`src/rtl/alu_sequencer.sv`:
```
// Bus initiator for the ArgonALU: takes one operation request, walks the ALU through
// its latch/compute/read command sequence and returns result and flags to the client.
module alu_sequencer #(
    parameter int WORDSIZE  = 16,
    parameter int CMD_WIDTH = 4,
    parameter int TIMEOUT   = 4
) (
    input  logic                 i_Clk,
    input  logic                 i_Reset,
    input  logic                 i_req_valid,
    output logic                 o_req_ready,
    input  logic [WORDSIZE-1:0]  i_req_a,
    input  logic [WORDSIZE-1:0]  i_req_b,
    input  logic [3:0]           i_req_op,
    input  logic                 i_req_use_flags,
    input  logic [7:0]           i_req_flags,
    output logic                 o_resp_valid,
    input  logic                 i_resp_ready,
    output logic [WORDSIZE-1:0]  o_resp_result,
    output logic [7:0]           o_resp_flags,
    output logic                 o_resp_error,
    output logic [CMD_WIDTH-1:0] o_bus_command,
    output logic [WORDSIZE-1:0]  o_bus_data,
    output logic                 o_bus_valid,
    input  logic [WORDSIZE-1:0]  i_bus_data,
    input  logic                 i_bus_valid
);

    localparam logic [CMD_WIDTH-1:0] COM_NOP     = CMD_WIDTH'(0);
    localparam logic [CMD_WIDTH-1:0] COM_LATCHA  = CMD_WIDTH'(1);
    localparam logic [CMD_WIDTH-1:0] COM_LATCHB  = CMD_WIDTH'(2);
    localparam logic [CMD_WIDTH-1:0] COM_LATCHOP = CMD_WIDTH'(3);
    localparam logic [CMD_WIDTH-1:0] COM_LATCHF  = CMD_WIDTH'(4);
    localparam logic [CMD_WIDTH-1:0] COM_COMPUTE = CMD_WIDTH'(5);
    localparam logic [CMD_WIDTH-1:0] COM_OUTPUTY = CMD_WIDTH'(6);
    localparam logic [CMD_WIDTH-1:0] COM_OUTPUTF = CMD_WIDTH'(7);

    // Last counter value before a stalled read is abandoned.
    localparam logic [3:0] TMO_LAST = 4'(TIMEOUT - 1);

    typedef enum logic [3:0] {
        S_IDLE, S_LD_A, S_LD_B, S_LD_OP, S_LD_F, S_COMPUTE, S_RD_Y, S_RD_F, S_RESP
    } state_t;

    typedef struct packed {
        logic [WORDSIZE-1:0] a;
        logic [WORDSIZE-1:0] b;
        logic [3:0]          op;
        logic                use_flags;
        logic [7:0]          flags;
    } req_t;

    state_t     state;
    req_t       req_q;
    logic [3:0] tmo_cnt;

    always_ff @(posedge i_Clk) begin
        if (i_Reset) begin
            state         <= S_IDLE;
            req_q         <= '0;
            tmo_cnt       <= '0;
            o_req_ready   <= 1'b1;
            o_resp_valid  <= 1'b0;
            o_resp_result <= '0;
            o_resp_flags  <= '0;
            o_resp_error  <= 1'b0;
        end else begin
            case (state)
                S_IDLE: begin
                    if (i_req_valid && o_req_ready) begin
                        req_q       <= '{a: i_req_a, b: i_req_b, op: i_req_op,
                                         use_flags: i_req_use_flags, flags: i_req_flags};
                        o_req_ready <= 1'b0;
                        state       <= S_LD_A;
                    end
                end
                S_LD_A:  state <= S_LD_B;
                S_LD_B:  state <= S_LD_OP;
                S_LD_OP: state <= req_q.use_flags ? S_LD_F : S_COMPUTE;
                S_LD_F:  state <= S_COMPUTE;
                S_COMPUTE: begin
                    tmo_cnt <= '0;
                    state   <= S_RD_Y;
                end
                S_RD_Y: begin
                    if (i_bus_valid) begin
                        o_resp_result <= i_bus_data;
                        tmo_cnt       <= '0;
                        state         <= S_RD_F;
                    end else if (tmo_cnt == TMO_LAST) begin
                        o_resp_result <= '0;
                        o_resp_error  <= 1'b1;
                        tmo_cnt       <= '0;
                        state         <= S_RD_F;
                    end else begin
                        tmo_cnt <= tmo_cnt + 4'd1;
                    end
                end
                S_RD_F: begin
                    if (i_bus_valid) begin
                        o_resp_flags <= i_bus_data[7:0];
                        o_resp_valid <= 1'b1;
                        state        <= S_RESP;
                    end else if (tmo_cnt == TMO_LAST) begin
                        o_resp_flags <= '0;
                        o_resp_error <= 1'b1;
                        o_resp_valid <= 1'b1;
                        state        <= S_RESP;
                    end else begin
                        tmo_cnt <= tmo_cnt + 4'd1;
                    end
                end
                S_RESP: begin
                    // Error stays visible for the whole response and clears on the way back.
                    if (i_resp_ready) begin
                        o_resp_valid <= 1'b0;
                        o_resp_error <= 1'b0;
                        o_req_ready  <= 1'b1;
                        state        <= S_IDLE;
                    end
                end
                default: begin
                    o_req_ready  <= 1'b1;
                    o_resp_valid <= 1'b0;
                    state        <= S_IDLE;
                end
            endcase
        end
    end

    always_comb begin
        o_bus_command = COM_NOP;
        o_bus_data    = '0;
        o_bus_valid   = 1'b0;
        case (state)
            S_LD_A: begin
                o_bus_command = COM_LATCHA;
                o_bus_data    = req_q.a;
                o_bus_valid   = 1'b1;
            end
            S_LD_B: begin
                o_bus_command = COM_LATCHB;
                o_bus_data    = req_q.b;
                o_bus_valid   = 1'b1;
            end
            S_LD_OP: begin
                o_bus_command = COM_LATCHOP;
                o_bus_data    = WORDSIZE'(req_q.op);
                o_bus_valid   = 1'b1;
            end
            S_LD_F: begin
                o_bus_command = COM_LATCHF;
                o_bus_data    = WORDSIZE'(req_q.flags);
                o_bus_valid   = 1'b1;
            end
            S_COMPUTE: o_bus_command = COM_COMPUTE;
            S_RD_Y:    o_bus_command = COM_OUTPUTY;
            S_RD_F:    o_bus_command = COM_OUTPUTF;
            default:   o_bus_command = COM_NOP;
        endcase
    end

endmodule

```
`config.mk`:
```
export PLATFORM = sky130hd
export DESIGN_NAME = alu_sequencer
export DESIGN_NICKNAME = d
export VERILOG_FILES = /design/src/rtl/alu_sequencer.sv
export SDC_FILE = /design/constraint.sdc
export NUM_CORES = 1
export LEC_CHECK = 0
export CORE_ASPECT_RATIO = 1.5
export CORE_MARGIN = 8
export CORE_UTILIZATION = 49
export CTS_CLUSTER_DIAMETER = 80
export DETAILED_ROUTE_END_ITERATION = 8
export PLACE_DENSITY = 0.86
export SYNTH_ARGS = -nofsm -noshare
export SYNTH_HDL_FRONTEND = slang
export SYNTH_SLANG_ARGS = --single-unit
```
`constraint.sdc`:
```
create_clock -name i_Clk -period 3.1 [get_ports i_Clk]
set_input_delay 0.93 -clock i_Clk [delete_from_list [all_inputs] [get_ports i_Clk]]
set_output_delay 0.93 -clock i_Clk [all_outputs]
set_load 0.005 [all_outputs]
```
Run 1, where the registers sit:
Other sequential cells in the stronger gray, the rest of the logic in the fainter gray.
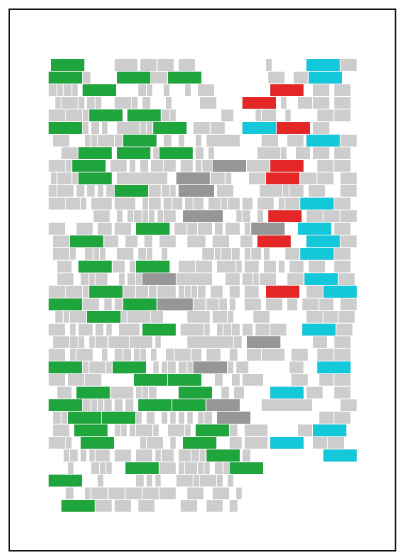
[o_resp_flags] red | placed flops: 8
[o_resp_result] cyan | placed flops: 16
[req_q] green | placed flops: 45
Flop area: 0.001608 mm²
seq pwr: 1.27 mW

Run 1, port wiring:
Scale bar: 20 µm.
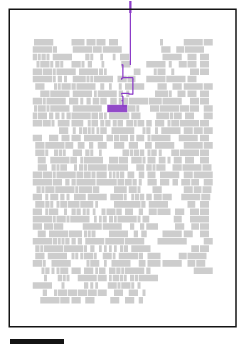
[o_req_ready] purple | bits: 1 | direction: output | end cells: 1 | buffers: 1 | wire: 47.0 µm
number of port buffers: 112
# IOs: 114

Run 1, cell placement:
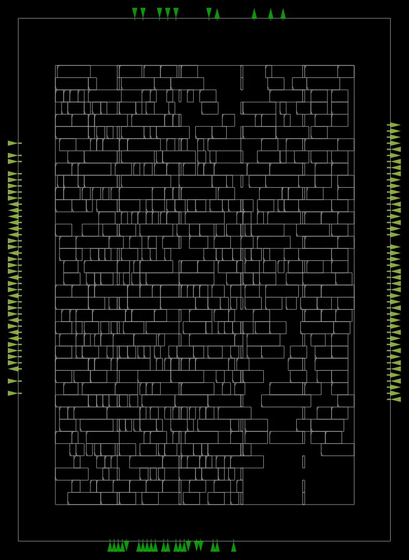
fillcell total: 495
final std cells w/o fill: 573

==> results.cfg, run 1 <==
; physical design summary
[cells_and_area]
n_sequential_cell = 80
seq_share_pct = 33.98
largest_cell_class = sequential cells
comb_cells = 272
diodes = 0
nets = 559
nClkBuffers = 14
n_all_buffers = 125
drive_gt1_share_pct = 8.652
clk_share_pct = 4.918
inv_count = 4
final_common_cell = clkdlybuf4s50_1
logic_area_mm2 = 0.001538
buf_share_pct = 26.28
layout_top_cells = clkdlybuf4s50_1, nand2_1, dfxtp_1, a21oi_1, nor2_1
comb_share_pct = 32.50

[final_timing]
relSlewSlack_pct = 53.04
worst_pin_slew_ps = 704.4
min_period_ps = 3039
clock-skew-final_ps = 7.339
drv_slew = 0
rsz0062_at_grt = yes
hold_viol = 0
fmax_ghz = 0.3291
setup_tns_ps = 0
final-setup-viol-count = 0

[die]
die_w_um = 83.07
tap_cells = 76
chipArea_mm2 = 0.009685
die_h_um = 116.6
row_count = 36

[setup_path]
cp_data_required_time_ps = 2170
endpoint_kind = output pin
r2r_cells = 5
path_class = flip-flop to output pin
worstPathArrival_ps = 2110
crit_fanout = 9
crit_path_start = state[2]
r2r-end = o_resp_result[9]
endpoint = o_bus_data[11]
critPathLaunchType = flip-flop
timing.rr.start = state[3]

[cts]
clk_latency_ps = 350
cts_buffers = 9
path_clk_slew_ps = 70
cts_hold_buffers = 0
clockBufferDepth = 2
cts_htree_levels = 3
root_buffer = clkbuf_8
clock-sinks = 80
cts_tree = yes

[synth]
synthArstFlopShare_pct = 0
ff_type = dfxtp_1
ys_area_mm2 = 0.003306
common_cells = nand2_1, dfxtp_1, a21oi_1, nor2_1, a22o_1
edf_count = 0
yosysMostFrequentCell = nand2_1
syn_area_per_cell_um2 = 8.564
synth_nets = 453
syn_area_mm2 = 0.003306
netlist.area_leader.share_pct = 48.45
syn_inst = 386
ys.flops = 80
yosysWarnings = 0
ys_cells = 386
ys_seq_share_pct = 48.45
area_leaders = dfxtp_1, nand2_1, a21oi_1
top_area_cell = dfxtp_1
ys_types = 50

[power_and_ir_drop]
vdd_drop_max_mv = 0.4361
p_per_area_mw_per_mm2 = 651.3
finalPower_mw = 3.082
p_leak_nw = 1.779

[hold_path]
hp-start = req_q[17]
holdPathEnd = req_q[17]
min_path_type = flip-flop to flip-flop
worstHoldPathCells = 2

[place]
dp_hpwl_um = 7123
dp.cells = 555
gp_congestion = 0.8598
place_area_mm2 = 0.004456

[grt]
grt_pass1_wl_um = 15730
grt_max_degree = 62
track_usage_pct = 19.78
grt_pass1_vias = 3255
antenna_found_initial = 0

[run]
openroad.warnings = 27
maxCapViolations = 0

[detailed_routing]
vias_per_cell = 5.607
route.vias.total = 3213
drt_wl_total_um = 9732
ant_nets = 0
drtIter0Drc = 155
route.detailed.drc = 0
first_pass_iters = 4

[outcome]
status = finished clean
==> run 1: what timing repair did <==
action                     4_1_cts  5_1_grt
gates cloned                     0        1
pin swaps                        0        1
setup buffers                    0        1
setup endpoints to repair       16       16
gates resized                    3       10
==> run 1: routing by layer <==
metal  GRT usage [%]  wire (µm)  vias to the layer above
li1                -          -                     1569
met2           33.61       4781                      122
met3           7.886        797                       22
met1           20.64       3808                     1500
met4           10.59        344                        0
met5               0          0                        -
==> run 1: cells by family after synthesis <==
family                     share of synthesized area (%)
DFF                                                48.45
adders and majority gates                         0.3784
and+or+nand+nor                                    20.74
other                                             0.1134
buffers and inverters                              5.185
xor gates and xnor gates                          0.2650
AOI/OAI and AO/OA                                  24.87
==> run 1: worst max-delay path: stages, from the launching register on <==
cell             delay, ps
dfxtp_4                390
buf_4                  170
nor4_4                 320
buf_4                  230
a22o_1                 160
clkdlybuf4s50_1        510
==> run 1: stage by stage <==
stage | util, % | hold slack (ps) | setup WS, ps
after global routing | 72.45 | 482.8 | -13.34
after floorplan | - | 433.2 | 854.5
final | 72.45 | 459.5 | 61.33
after detailed placement | 68.22 | 447.2 | 285.8
after CTS | 71.93 | 459.7 | 6.642
after global placement | 68.22 | 442.7 | 343.9
==> run 1: sequential cells by signal, summed over array words and instances, names as in the netlist <==
register / flops
req_q: 45
o_resp_result: 16
o_resp_flags: 8
state: 4
tmo_cnt: 4
o_req_ready: 1
o_resp_error: 1
o_resp_valid: 1
==> run 1: report_power, final <==
part	switching (mW)	leakage [nW]	internal (mW)
clock network	0.353	0.117	0.521
registers	0.108	0.651	1.17
logic	0.510	1.01	0.425
total	0.971	1.78	2.11
==> run 2, diff against run 1 <==
- CORE_MARGIN: 8 -> 5
- CORE_UTILIZATION: 49 -> 45
- PLACE_DENSITY: 0.86 -> 0.8
- clock period: 3.1 -> 3.3 ns (I/O delays scaled with it)
Run 2, cell placement:
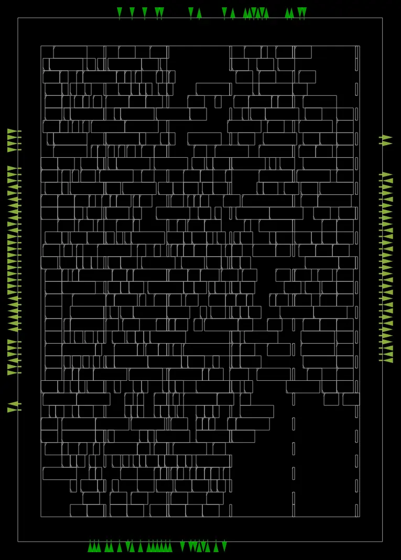
final core occ: 65.18%
Seq/total area: 34.02%
core area: 0.007227 mm²
sequential cell count: 80
fillcell total: 637

Run 2, port wiring:
Scale bar: 20 µm.
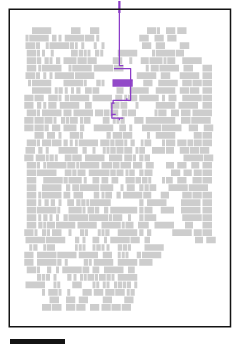
[o_req_ready] purple | bits: 1 | direction: output | end cells: 1 | buffers: 1 | wire: 60.3 µm

==> run 2 against run 1 <==
- setup slack improved by 74 ps
- core utilization fell by 7.3 points
- worst hold slack lost 2.2 ps
- critical path depth grew 1
- synthesized cell count is the same
- via count grew 1.1%
- total power decreased by 9.0%
- largest power group unchanged
==> results.cfg, run 2 <==
; physical design summary
[synth]
area_leaders = dfxtp_1, nand2_1, a21oi_1
ys_cells = 386
ys_seq_share_pct = 48.45
common_cells = nand2_1, dfxtp_1, a21oi_1, nor2_1, a22o_1
yosysMostFrequentCell = nand2_1
syn_area_per_cell_um2 = 8.564
edf_count = 0
netlist.area_leader.share_pct = 48.45
ys.flops = 80
ff_type = dfxtp_1
synth_nets = 453
yosysWarnings = 0
ys_area_mm2 = 0.003306
ys_types = 50
syn_area_mm2 = 0.003306

[place]
gp_congestion = 0.8534
io_buffer_count = 112
dp_hpwl_um = 6861

[die]
chipArea_mm2 = 0.009195
row_count = 38
die_w_um = 79.98
ios = 114
die_h_um = 115.0

[cells_and_area]
largestRegisters = req_q x45, o_resp_result x16, o_resp_flags x8
final_common_cell = clkdlybuf4s50_1
nets = 560
drive_gt1_share_pct = 8.835
top_register = req_q
diodes = 0
layout_top_cells = clkdlybuf4s50_1, nand2_1, dfxtp_1, a21oi_1, nor2_1

[cts]
clock-sinks = 80
cts_buffers = 9
path_clk_slew_ps = 80
root_buffer = clkbuf_8
clk_latency_ps = 360
clockBufferDepth = 2
cts_htree_levels = 3
cts_tree = yes

[detailed_routing]
ant_nets = 0
met3_length_um = 682
route.detailed.drc = 0
drtIter0Drc = 251
wl_met1_um = 3542
highest_layer = met4
vias_per_cell = 5.431
routedWlPerCell_um = 15.64
first_pass_iters = 5
wl_met2_um = 4962

[power_and_ir_drop]
vdd_drop_max_mv = 0.3863
p_leak_nw = 1.691
p_per_area_mw_per_mm2 = 595.1
p_clk_share_pct = 26.9
finalPower_mw = 2.803
power_switching_mw = 0.9514
clock_power_mw = 0.755
comb-power_mw = 0.869
comb_power_share_pct = 31.0
pwr-share-seq_pct = 42.1
swShare_pct = 33.94
p_seq_mw = 1.18
power.largest_group = registers

[hold_path]
holdPathEnd = req_q[44]
worstHoldPathCells = 2
hp-start = req_q[44]
min_path_type = flip-flop to flip-flop

[setup_path]
worstPathArrival_ps = 2170
r2r_cells = 5
crit_path_start = state[1]
slowest_delay_ps = 530
timing.rr.start = state[3]
cp_data_required_time_ps = 2310
r2r-end = o_resp_result[9]
crit_fanout = 9
endpoint_kind = output pin
path_cells = buf_4 -> nand2b_1 -> nor2_1 -> a22oi_1 -> o21ai_1 -> clkdlybuf4s50_1
critPathSlowestCell = clkdlybuf4s50_1
critPathLaunchType = flip-flop
path_class = flip-flop to output pin

[grt]
grt_busiest_layer = met2
met1_usage_pct = 22.39
gr-total-overflow = 0
antenna_found_initial = 0
grt_max_degree = 48
track_usage_pct = 20.69
grt_pass1_wl_um = 14950
gr-usage-met3_pct = 5.564

[final_timing]
final-setup-viol-count = 0
rsz0062_at_grt = no
hold_ws_ps = 457.4
worst_pin_slew_ps = 714.7
setup_tns_ps = 0
clock-skew-final_ps = 13.73
min_period_ps = 3165
fmax_ghz = 0.3160
drv_slew = 0
relSlewSlack_pct = 52.35

[outcome]
status = finished clean

[run]
maxCapViolations = 0
openroad.warnings = 26
Run 2, met2 routing:
Scale bar: 20 µm.
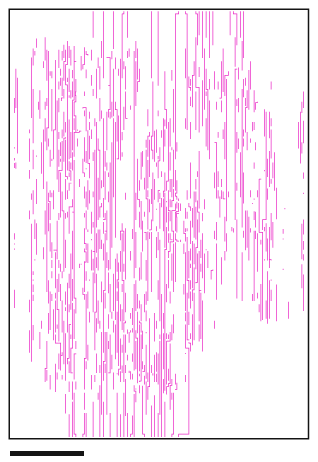
share of all routed wire: 53%
wire length on this layer: 4960 µm
nets with wire on the layer: 492
longest straight run: 60.9 µm
main direction: vertical
met2 Use GR: 37.89%
total number of vias: 3248
WL final: 9353 µm

run 2: what timing repair did:
action	CTS	global route
resized	0	3
endpoints found under the setup margin	0	9
buffers inserted	0	2
endpoints found under the hold margin	0	0
run 2: metrics by stage:
stage | instances | utilization, % | setup slack (ps) | area (µm²)
after CTS | 596 | 64.87 | 14.37 | 4688
after global placement | 580 | 62.00 | 461.0 | 4481
after detailed placement | 580 | 62.00 | 425.7 | 4481
after floorplan | 386 | - | 994.5 | 3306
final | 598 | 65.18 | 135.1 | 4711
after global routing | 598 | 65.18 | 3.612 | 4711
run 2: logic make-up after synthesis:
| kind of cell | count (synthesis) | synth area share (%) |
|---|---|---|
| simple gates | 150 | 20.74 |
| compound gates | 119 | 24.87 |
| flops | 80 | 48.45 |
| buf+inv | 34 | 5.185 |
| xor+xnor | 1 | 0.2650 |
| fa+ha+maj | 1 | 0.3784 |
| other cells | 1 | 0.1134 |
run 2: area by class of cell:
class                   instances  area, µm²
flip-flops and latches         80       1603
repair buffers                126       1225
inverters                       4      15.01
clock inverters                 7      83.83
clock buffers                   9      123.9
well taps                     100      125.1
multi-input cells             272       1535
fillers                       637       2516
run 2: critical path, delay by kind of cell (launching register included):
family | cells | cell delay (ps)
buf+inv | 2 | 710
flops | 1 | 400
simple gates | 2 | 360
compound gates | 2 | 350
run 2: how the worst max path moves through the flow:
| stage | slack (ps) | cells after the start | to |
|---|---|---|---|
| detailed placement | 430 | 7 | o_bus_data[2] |
| CTS | 10 | 7 | o_bus_data[2] |
| floorplan | 990 | 5 | o_bus_data[10] |
| finish | 140 | 6 | o_bus_data[0] |
| global route | 4 | 6 | o_bus_data[1] |
| global placement | 460 | 6 | o_bus_data[1] |
==> run 3, diff against run 2 <==
- CORE_MARGIN: 5 -> not set
- PLACE_DENSITY: 0.8 -> not set
- PLACE_DENSITY_LB_ADDON: not set -> 0.1
Run 3, met2 routing:
Scale bar: 20 µm.
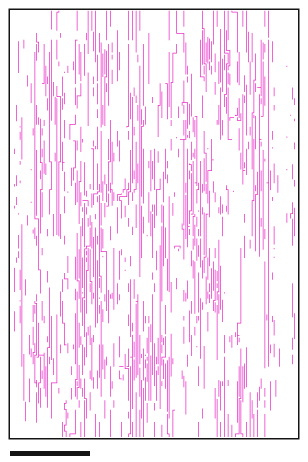
wire length on this layer: 4420 µm
share of all routed wire: 52%
nets with wire on the layer: 472
main direction: vertical
met2 Use GR: 41.04%
WL final: 8493 µm

Run 3, cell placement:
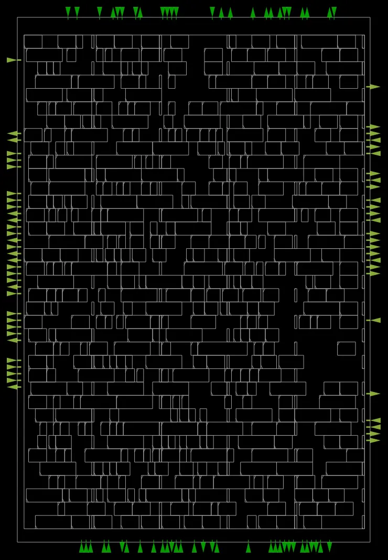
tap cells: 97
Seq/total area: 34.51%
row count: 37
final core occ: 66.39%
core area: 0.006990 mm²

==> run 3 against run 2 <==
- fmax increased by 0.82%
- clock skew down 4.8 ps
- global-route usage rose by 2.9 points
- core utilization rose by 1.2 points
- worst hold slack got worse by 2.7 ps
- sequential power about the same
- sequential share of layout area up 0.49 points
- non-clock buffer count fell by 3
- critical path depth rose by 1
==> results.cfg, run 3 <==
; physical design summary
[cells_and_area]
nClkBuffers = 13
final_common_cell = clkdlybuf4s50_1
largest_cell_class = sequential cells
diodes = 0
inv_count = 4
largestRegisters = req_q x45, o_resp_result x16, o_resp_flags x8
n_all_buffers = 123
nets = 557
comb_share_pct = 33.14
n_fill_cell = 629
n_sequential_cell = 80
clk_share_pct = 3.586
logic_area_mm2 = 0.001538
design_area_mm2 = 0.004641
largest_reg_flops = 45
comb_cells = 272
drive_gt1_share_pct = 7.475
stdcell_count = 592
buf_share_pct = 25.83

[detailed_routing]
vias_per_cell = 5.299
routedWlPerCell_um = 14.35
drtIter0Drc = 153
route.vias.total = 3137
ant_nets = 0

[synth]
yosysMostFrequentCell = nand2_1
ff_type = dfxtp_1
area_leaders = dfxtp_1, nand2_1, a21oi_1
syn_inst = 386
top_area_cell = dfxtp_1
synth_nets = 453
ys_types = 50
common_cells = nand2_1, dfxtp_1, a21oi_1, nor2_1, a22o_1
syn_area_per_cell_um2 = 8.564
mux_area_share_pct = 0
ys_cells = 386
synthArstFlopShare_pct = 0
ys_seq_share_pct = 48.45
synthXorXnorAreaFrac_pct = 0.2650
edf_count = 0
ys_area_mm2 = 0.003306

[setup_path]
worstPathArrival_ps = 2150
worst-path-buf-inv = 3
path_delay_family = buffers and inverters
critPathLaunchType = flip-flop
endpoint_kind = output pin
timing.rr.start = state[1]
r2r_cells = 6
crit_top_cell = buf_4
crit_fanout = 11
slowest_delay_ps = 550
cp_data_required_time_ps = 2310
path_cells = buf_4 -> nor2_1 -> buf_4 -> and2_1 -> a22oi_1 -> o21ai_1 -> clkdlybuf4s50_1
path_class = flip-flop to output pin
r2r-end = req_q[4]

[cts]
clockBufferDepth = 2
cts_setup_buffers = 0
path_clk_slew_ps = 70
cts_buffers = 9
root_buffer = clkbuf_8
clk_latency_ps = 360
cts_tree = yes

[die]
die_h_um = 107.0
die_w_um = 71.98
ios = 114

[final_timing]
setup_tns_ps = 0
final-setup-viol-count = 0
hold_viol = 0
drv_slew = 0
fmax_ghz = 0.3186

[hold_path]
worstHoldPathCells = 2
min_path_type = flip-flop to flip-flop
hp-start = req_q[40]
holdPathEnd = req_q[40]

[run]
openroad.warnings = 26

[place]
dp.cells = 576
gp_congestion = 0.7899
pre_cts_slack_ps = 514.8
io_buffer_count = 112
place_area_mm2 = 0.004469
dp_hpwl_um = 5928

[outcome]
status = finished clean

[grt]
grt_pass1_vias = 3129
gr-total-overflow = 0
Run 3, where the registers sit:
Other sequential cells in the stronger gray, the rest of the logic in the fainter gray.
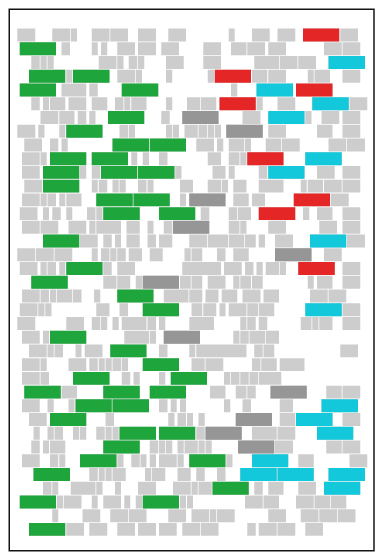
[o_resp_flags] red | placed flops: 8 | where: upper right
[o_resp_result] cyan | placed flops: 16
[req_q] green | placed flops: 45
not colored: 11
Flop area: 0.001602 mm²
seq pwr: 1.17 mW

run 3: worst reg2reg max path, cell delays in order, from the launching register on:
cell and delay, ps:
dfxtp_1 360, buf_4 190, nor3_2 350, and4b_1 240, buf_4 390, nand2_1 180, a21oi_1 140
run 3: repair_timing:
item,4_1_cts,5_1_grt
setup endpoints to repair,0,4
hold buffers,0,0
gates resized,0,1
run 3: through the flow:
step           util, %  hold WS (ps)
2_1_floorplan        -         433.2
3_3_place_gp     63.93         441.4
3_5_place_dp     63.93         446.9
4_1_cts          66.31         457.2
5_1_grt          66.39         476.2
6_report         66.39         454.7
run 3: per-layer routing:
layer  part of all wire, %  GRT usage, %  wire length, µm  vias up
met5                     0             0                0        -
met4                   2.4         11.90              206        0
met3                   5.0         6.861              428       15
met2                    52         41.04             4415       89
met1                    41         25.74             3442     1473
li1                      -             -                -     1560
run 3: kinds of logic after synthesis:
family | Yosys count
xor+xnor | 1
flops | 80
buf+inv | 34
fa+ha+maj | 1
simple gates | 150
compound gates | 119
other cells | 1
run 3: how the worst max path moves through the flow:
stage	start	end	slack [ps]	cells past startpoint
2_1_floorplan	state[2]	o_bus_data[10]	990	5
3_3_place_gp	state[3]	o_bus_data[7]	540	5
3_5_place_dp	state[3]	o_bus_data[6]	510	5
4_1_cts	state[3]	o_bus_data[6]	120	5
5_1_grt	state[0]	o_bus_data[1]	40	7
6_report	state[0]	o_bus_data[1]	160	7
run 3: report_power, final:
part / switching [mW] / internal, mW / leakage [nW]
Sequential: 0.0779 / 1.09 / 0.650
Combinational: 0.469 / 0.371 / 0.922
Clock: 0.339 / 0.292 / 0.0834
Total: 0.886 / 1.75 / 1.66
Power and IR drop assume default switching activity.
